### src/rtl/sm_accumulator_if.sv
// Handshake bundle for sm_accumulator: operand stream in, reduced result out.
// master drives operands and out_ready; slave is the accumulator side.
interface sm_accumulator_if #(
    parameter int unsigned N  = 32,
    parameter int unsigned CW = 8
) ();
    logic          in_valid;
    logic          in_ready;
    logic [N-1:0]  in_data;
    logic          in_last;
    logic          out_valid;
    logic          out_ready;
    logic [N-1:0]  out_data;
    logic          out_zero;
    logic          out_neg;
    logic          out_sat;
    logic [CW-1:0] out_count;

    modport master (
        output in_valid, in_data, in_last, out_ready,
        input  in_ready, out_valid, out_data, out_zero, out_neg, out_sat, out_count
    );

    modport slave (
        input  in_valid, in_data, in_last, out_ready,
        output in_ready, out_valid, out_data, out_zero, out_neg, out_sat, out_count
    );
endinterface

### src/rtl/sm_accumulator.sv
// Streaming sign-magnitude accumulator: sums a valid/ready burst, presents the result on last.
// Define SM_ACC_SAT_EN to clamp the magnitude on overflow instead of wrapping it.
module sm_accumulator #(
    parameter int unsigned N  = 32,
    parameter int unsigned CW = 8
) (
    input logic             clk,
    input logic             rst,
    sm_accumulator_if.slave bus
);
    typedef enum logic [0:0] {StAcc, StOut} state_e;

    state_e        r_state;
    logic          r_acc_sign;
    logic [14:0]   r_acc_mag;
    logic [CW-1:0] r_count;
    logic          r_sat;
    logic [N-1:0]  r_out_data;
    logic          r_out_zero;
    logic          r_out_neg;
    logic          r_out_sat;
    logic [CW-1:0] r_out_count;

    logic          w_op_sign;
    logic [14:0]   w_op_mag;
    logic          w_sum_sign;
    logic [14:0]   w_sum_mag;
    logic          w_sat_next;
    logic [CW-1:0] w_cnt_next;
`ifdef SM_ACC_SAT_EN
    logic [15:0]   w_add;
`else
    logic [14:0]   w_add;
`endif

    if (N > 16) begin : g_upper
        logic w_unused_upper;
        assign w_unused_upper = ^bus.in_data[N-1:16];
    end

    always_comb begin
        w_op_mag   = bus.in_data[14:0];
        // -0 on input behaves as +0 so that equal-magnitude cancellation stays positive
        w_op_sign  = bus.in_data[15] & (w_op_mag != 15'd0);
`ifdef SM_ACC_SAT_EN
        w_add      = {1'b0, r_acc_mag} + {1'b0, w_op_mag};
`else
        w_add      = r_acc_mag + w_op_mag;
`endif
        w_sum_sign = r_acc_sign;
        w_sum_mag  = r_acc_mag;
        w_sat_next = r_sat;
        if (r_acc_sign == w_op_sign) begin
`ifdef SM_ACC_SAT_EN
            if (w_add[15]) begin
                w_sum_mag  = 15'h7fff;
                w_sat_next = 1'b1;
            end else begin
                w_sum_mag  = w_add[14:0];
            end
`else
            w_sum_mag = w_add;
`endif
        end else if (r_acc_mag >= w_op_mag) begin
            w_sum_mag  = r_acc_mag - w_op_mag;
        end else begin
            w_sum_mag  = w_op_mag - r_acc_mag;
            w_sum_sign = w_op_sign;
        end
        if (w_sum_mag == 15'd0) begin
            w_sum_sign = 1'b0;
        end
        w_cnt_next = (&r_count) ? r_count : r_count + CW'(1);
    end

    always_ff @(posedge clk or negedge rst) begin
        if (!rst) begin
            r_state     <= StAcc;
            r_acc_sign  <= 1'b0;
            r_acc_mag   <= '0;
            r_count     <= '0;
            r_sat       <= 1'b0;
            r_out_data  <= '0;
            r_out_zero  <= 1'b0;
            r_out_neg   <= 1'b0;
            r_out_sat   <= 1'b0;
            r_out_count <= '0;
        end else begin
            unique case (r_state)
                StAcc: begin
                    if (bus.in_valid) begin
                        r_acc_sign <= w_sum_sign;
                        r_acc_mag  <= w_sum_mag;
                        r_count    <= w_cnt_next;
                        r_sat      <= w_sat_next;
                        if (bus.in_last) begin
                            r_state     <= StOut;
                            r_out_data  <= N'({w_sum_sign, w_sum_mag});
                            r_out_zero  <= (w_sum_mag == 15'd0);
                            r_out_neg   <= w_sum_sign;
                            r_out_sat   <= w_sat_next;
                            r_out_count <= w_cnt_next;
                        end
                    end
                end
                StOut: begin
                    if (bus.out_ready) begin
                        r_state     <= StAcc;
                        r_acc_sign  <= 1'b0;
                        r_acc_mag   <= '0;
                        r_count     <= '0;
                        r_sat       <= 1'b0;
                        r_out_data  <= '0;
                        r_out_zero  <= 1'b0;
                        r_out_neg   <= 1'b0;
                        r_out_sat   <= 1'b0;
                        r_out_count <= '0;
                    end
                end
                default: r_state <= StAcc;
            endcase
        end
    end

    assign bus.in_ready  = (r_state == StAcc);
    assign bus.out_valid = (r_state == StOut);
    assign bus.out_data  = r_out_data;
    assign bus.out_zero  = r_out_zero;
    assign bus.out_neg   = r_out_neg;
    assign bus.out_sat   = r_out_sat;
    assign bus.out_count = r_out_count;
endmodule

### src/flat_wrapper.sv
// flat-port wrapper written by rule: the top's interface ports become plain ports
module sm_accumulator_flat 
#(
    parameter int unsigned N  = 32,
    parameter int unsigned CW = 8
)
  (clk, rst, bus_in_valid, bus_in_data, bus_in_last, bus_out_ready, bus_in_ready, bus_out_valid, bus_out_data, bus_out_zero, bus_out_neg, bus_out_sat, bus_out_count);
  sm_accumulator_if #(.N(N), .CW(CW)) bus_i ();
  input logic clk;
  input logic rst;
  input wire logic [$bits(bus_i.in_valid)-1:0] bus_in_valid;
  input wire logic [$bits(bus_i.in_data)-1:0] bus_in_data;
  input wire logic [$bits(bus_i.in_last)-1:0] bus_in_last;
  input wire logic [$bits(bus_i.out_ready)-1:0] bus_out_ready;
  output wire logic [$bits(bus_i.in_ready)-1:0] bus_in_ready;
  output wire logic [$bits(bus_i.out_valid)-1:0] bus_out_valid;
  output wire logic [$bits(bus_i.out_data)-1:0] bus_out_data;
  output wire logic [$bits(bus_i.out_zero)-1:0] bus_out_zero;
  output wire logic [$bits(bus_i.out_neg)-1:0] bus_out_neg;
  output wire logic [$bits(bus_i.out_sat)-1:0] bus_out_sat;
  output wire logic [$bits(bus_i.out_count)-1:0] bus_out_count;
  assign bus_i.in_valid = bus_in_valid;
  assign bus_i.in_data = bus_in_data;
  assign bus_i.in_last = bus_in_last;
  assign bus_i.out_ready = bus_out_ready;
  assign bus_in_ready = bus_i.in_ready;
  assign bus_out_valid = bus_i.out_valid;
  assign bus_out_data = bus_i.out_data;
  assign bus_out_zero = bus_i.out_zero;
  assign bus_out_neg = bus_i.out_neg;
  assign bus_out_sat = bus_i.out_sat;
  assign bus_out_count = bus_i.out_count;
  sm_accumulator #(.N(N), .CW(CW)) u_core (.clk(clk), .rst(rst), .bus(bus_i));
endmodule
### config.mk
export PLATFORM = sky130hd
export DESIGN_NAME = sm_accumulator_flat
export DESIGN_NICKNAME = d
export VERILOG_FILES = /design/src/rtl/sm_accumulator_if.sv /design/src/rtl/sm_accumulator.sv /design/src/flat_wrapper.sv
export SDC_FILE = /design/constraint.sdc
export NUM_CORES = 1
export LEC_CHECK = 0
export CORE_UTILIZATION = 58
export DETAILED_ROUTE_END_ITERATION = 7
export GPL_TIMING_DRIVEN = 1
export PLACE_DENSITY = 0.87
export SYNTH_ARGS = -nofsm -noshare
export SYNTH_HDL_FRONTEND = slang
export SYNTH_SLANG_ARGS = --single-unit
### constraint.sdc
create_clock -name clk -period 5.2 [get_ports clk]
set_input_delay 1.3 -clock clk [delete_from_list [all_inputs] [get_ports clk]]
set_output_delay 1.3 -clock clk [all_outputs]
set_load 0.05 [all_outputs]
Run 1, clock nets:
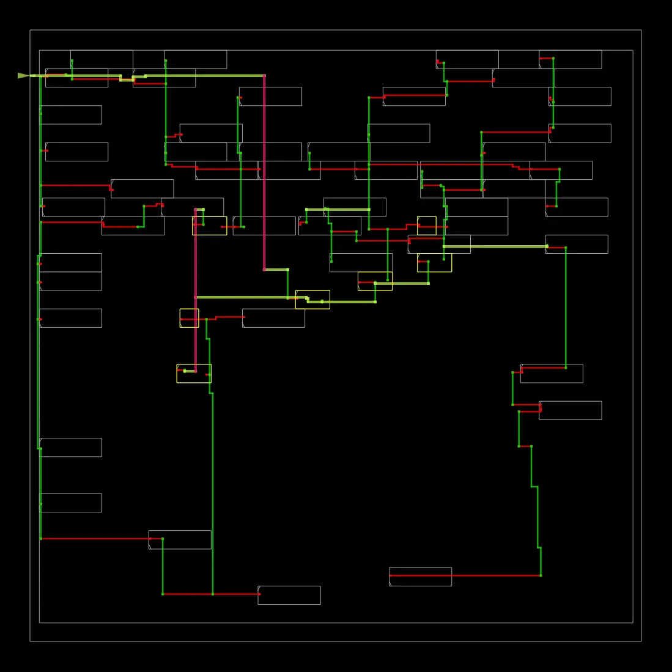
P_clk: 0.236 mW
CTS Buf Count: 5
seq_cells: 50
Fin Clk Skew: 0.0203 ns

Run 1, the metal 4 layer:
Scale: 4 px per micron.
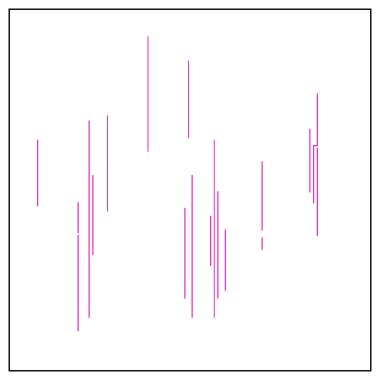
share of all routed wire: 3.3%
wire length on this layer: 429 microns
main direction: vertical
longest straight run: 49.0 microns
nets with wire on the layer: 16
routed wire length: 12,800 microns
vias post-DR: 4,309

==> flow_summary_export.csv <==
group,metric,value,unit
status,status,"finished clean",
synthesis,yosysWarnings,0,
power_and_ir_drop,power_leakage,2.35,nW
clock_tree,cts_resized,0,
detailed_routing,top_layer,"met4",
synthesis,flop_cell,"dfrtp_1",
setup_path,rr_startpoint,"u_core.r_acc_mag[7]$_DFFE_PN0P_",
detailed_routing,first_pass_iters,5,
grt,grt.total_usage,32.1,%
grt,first_global_vias,4153,
timing,setup_viol,0,
synthesis,synth_cells,531,
placed_design,routabilityCongestion,0.983,
power_and_ir_drop,power.total,3.33,mW
synthesis,edf_count,0,
setup_path,critPathArrivalTime,5.02,ns
clock_tree,clkLatencyLatePin,0.32,ns
power_and_ir_drop,peakVddDrop,0.392,mV
detailed_routing,drt_iter0_drc,375,
timing,period_needed,4.82,ns
setup_path,rrSetupSlack,1.52,ns
floorplan,core_area,0.00737,sq mm
synthesis,synth_area_leader_cell,"dfrtp_1",
synthesis,ys_seq_share,27.8,%
clock_tree,cts_sinks,50,
synthesis,syn_area_per_cell,8.46,sq um
timing,worst_pin_slew,1.17,ns
setup_path,critPathLaunchType,"primary input",
grt,antenna_found_initial,0,
floorplan,fp_util,61.0,%
synthesis,syn_area,0.00449,sq mm
power_and_ir_drop,internal-power,1.58,mW
hold_path,hold_class,"flip-flop to flip-flop",
grt,overflow,0,
clock_tree,tritoncts,"built",
layout,final_layout_size_suffix_gt1_share,9.49,%
hold_path,hold_end,"u_core.bus.out_count[5]$_DFFE_PN0P_",
placed_design,dpl_cell_area,0.00511,sq mm
timing,fmax,0.207,GHz
grt,met2_usage,53.2,%
clock_tree,clk_pin_slew_worst_paths,0.09,ns
Run 1, ports around the boundary:
Scale: 4 px per micron. Pins as bars across the die edge, other pins in grey.
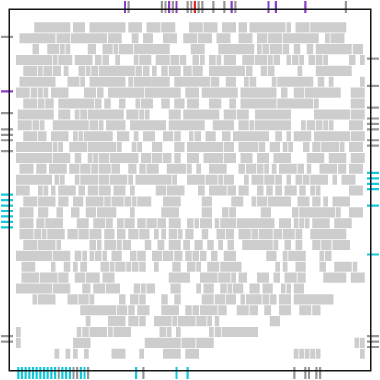
| colour | port | pins | direction | edge |
|---|---|---|---|---|
| purple | bus_out_count | 8 | output | 7 north, 1 west |
| red | bus_out_ready | 1 | input | north |
| cyan | bus_in_data | 32 | input | 19 south, 7 west, 6 east |
all pins by edge: 29 south, 20 north, 17 east, 16 west
die width: 90.0 microns
Die Ht: 90.0 microns
Port Buffer Count: 48

## run 1: power by group through the flow
stage	registers [mW]	clock network (mW)	logic (mW)
after floorplan	0.895	0	1.39
after global placement	0.661	0	2.32
after detailed placement	0.673	0	2.36
after CTS	0.666	0.239	2.37
after global routing	0.691	0.255	2.59
final	0.669	0.236	2.42
## run 1: cells by family after synthesis
| logic type | count (synthesis) | synth area share [%] |
|---|---|---|
| mux | 2 | 0.445 |
| xor+xnor | 19 | 3.87 |
| other cells | 1 | 0.0834 |
| flops | 50 | 27.8 |
| buf+inv | 90 | 10.1 |
| fa+ha+maj | 51 | 14.7 |
| simple gates | 142 | 15.6 |
| compound gates | 176 | 27.4 |
## run 1: Yosys cell counts, drive strengths merged (7+ instances only)
master  count
inv        48
buf        31
o21ai      48
nor3       14
a21o        9
a22o       11
nand3      10
nand2      54
o22ai      11
xnor2      14
nor2b       7
ha         48
dfrtp      50
a21oi      41
nor2       23
clkbuf     11
## run 1: critical path, cell delays in order
cell             delay [ns]
clkdlybuf4s50_1        0.55
inv_1                  0.06
ha_1                   0.47
nand2_1                0.15
nor3_1                 0.26
a21oi_1                0.18
o21ai_2                0.59
buf_4                  0.25
nand2_1                0.05
a22oi_1                0.17
xnor2_1                0.20
and4bb_1               0.30
nand4b_1               0.22
a22o_1                 0.26
## run 1: cell type report
class | instances | area [sq um]
clock inverter | 2 | 15.0
sequential | 50 | 1250
inverter | 48 | 180
timing repair buffer | 78 | 701
fill | 588 | 2180
clock buffer | 5 | 68.8
multi-input combinational | 407 | 2850
tap | 99 | 124
## run 1: registers in the layout (all words and copies together), names as in the netlist
signal / count
u_core.r_acc_mag: 15
u_core.bus.out_valid: 1
u_core.bus.out_count: 8
u_core.bus.out_data: 16
u_core.r_acc_sign: 1
u_core.bus.out_zero: 1
u_core.r_count: 8
Power is estimated from default activity; no workload was simulated.
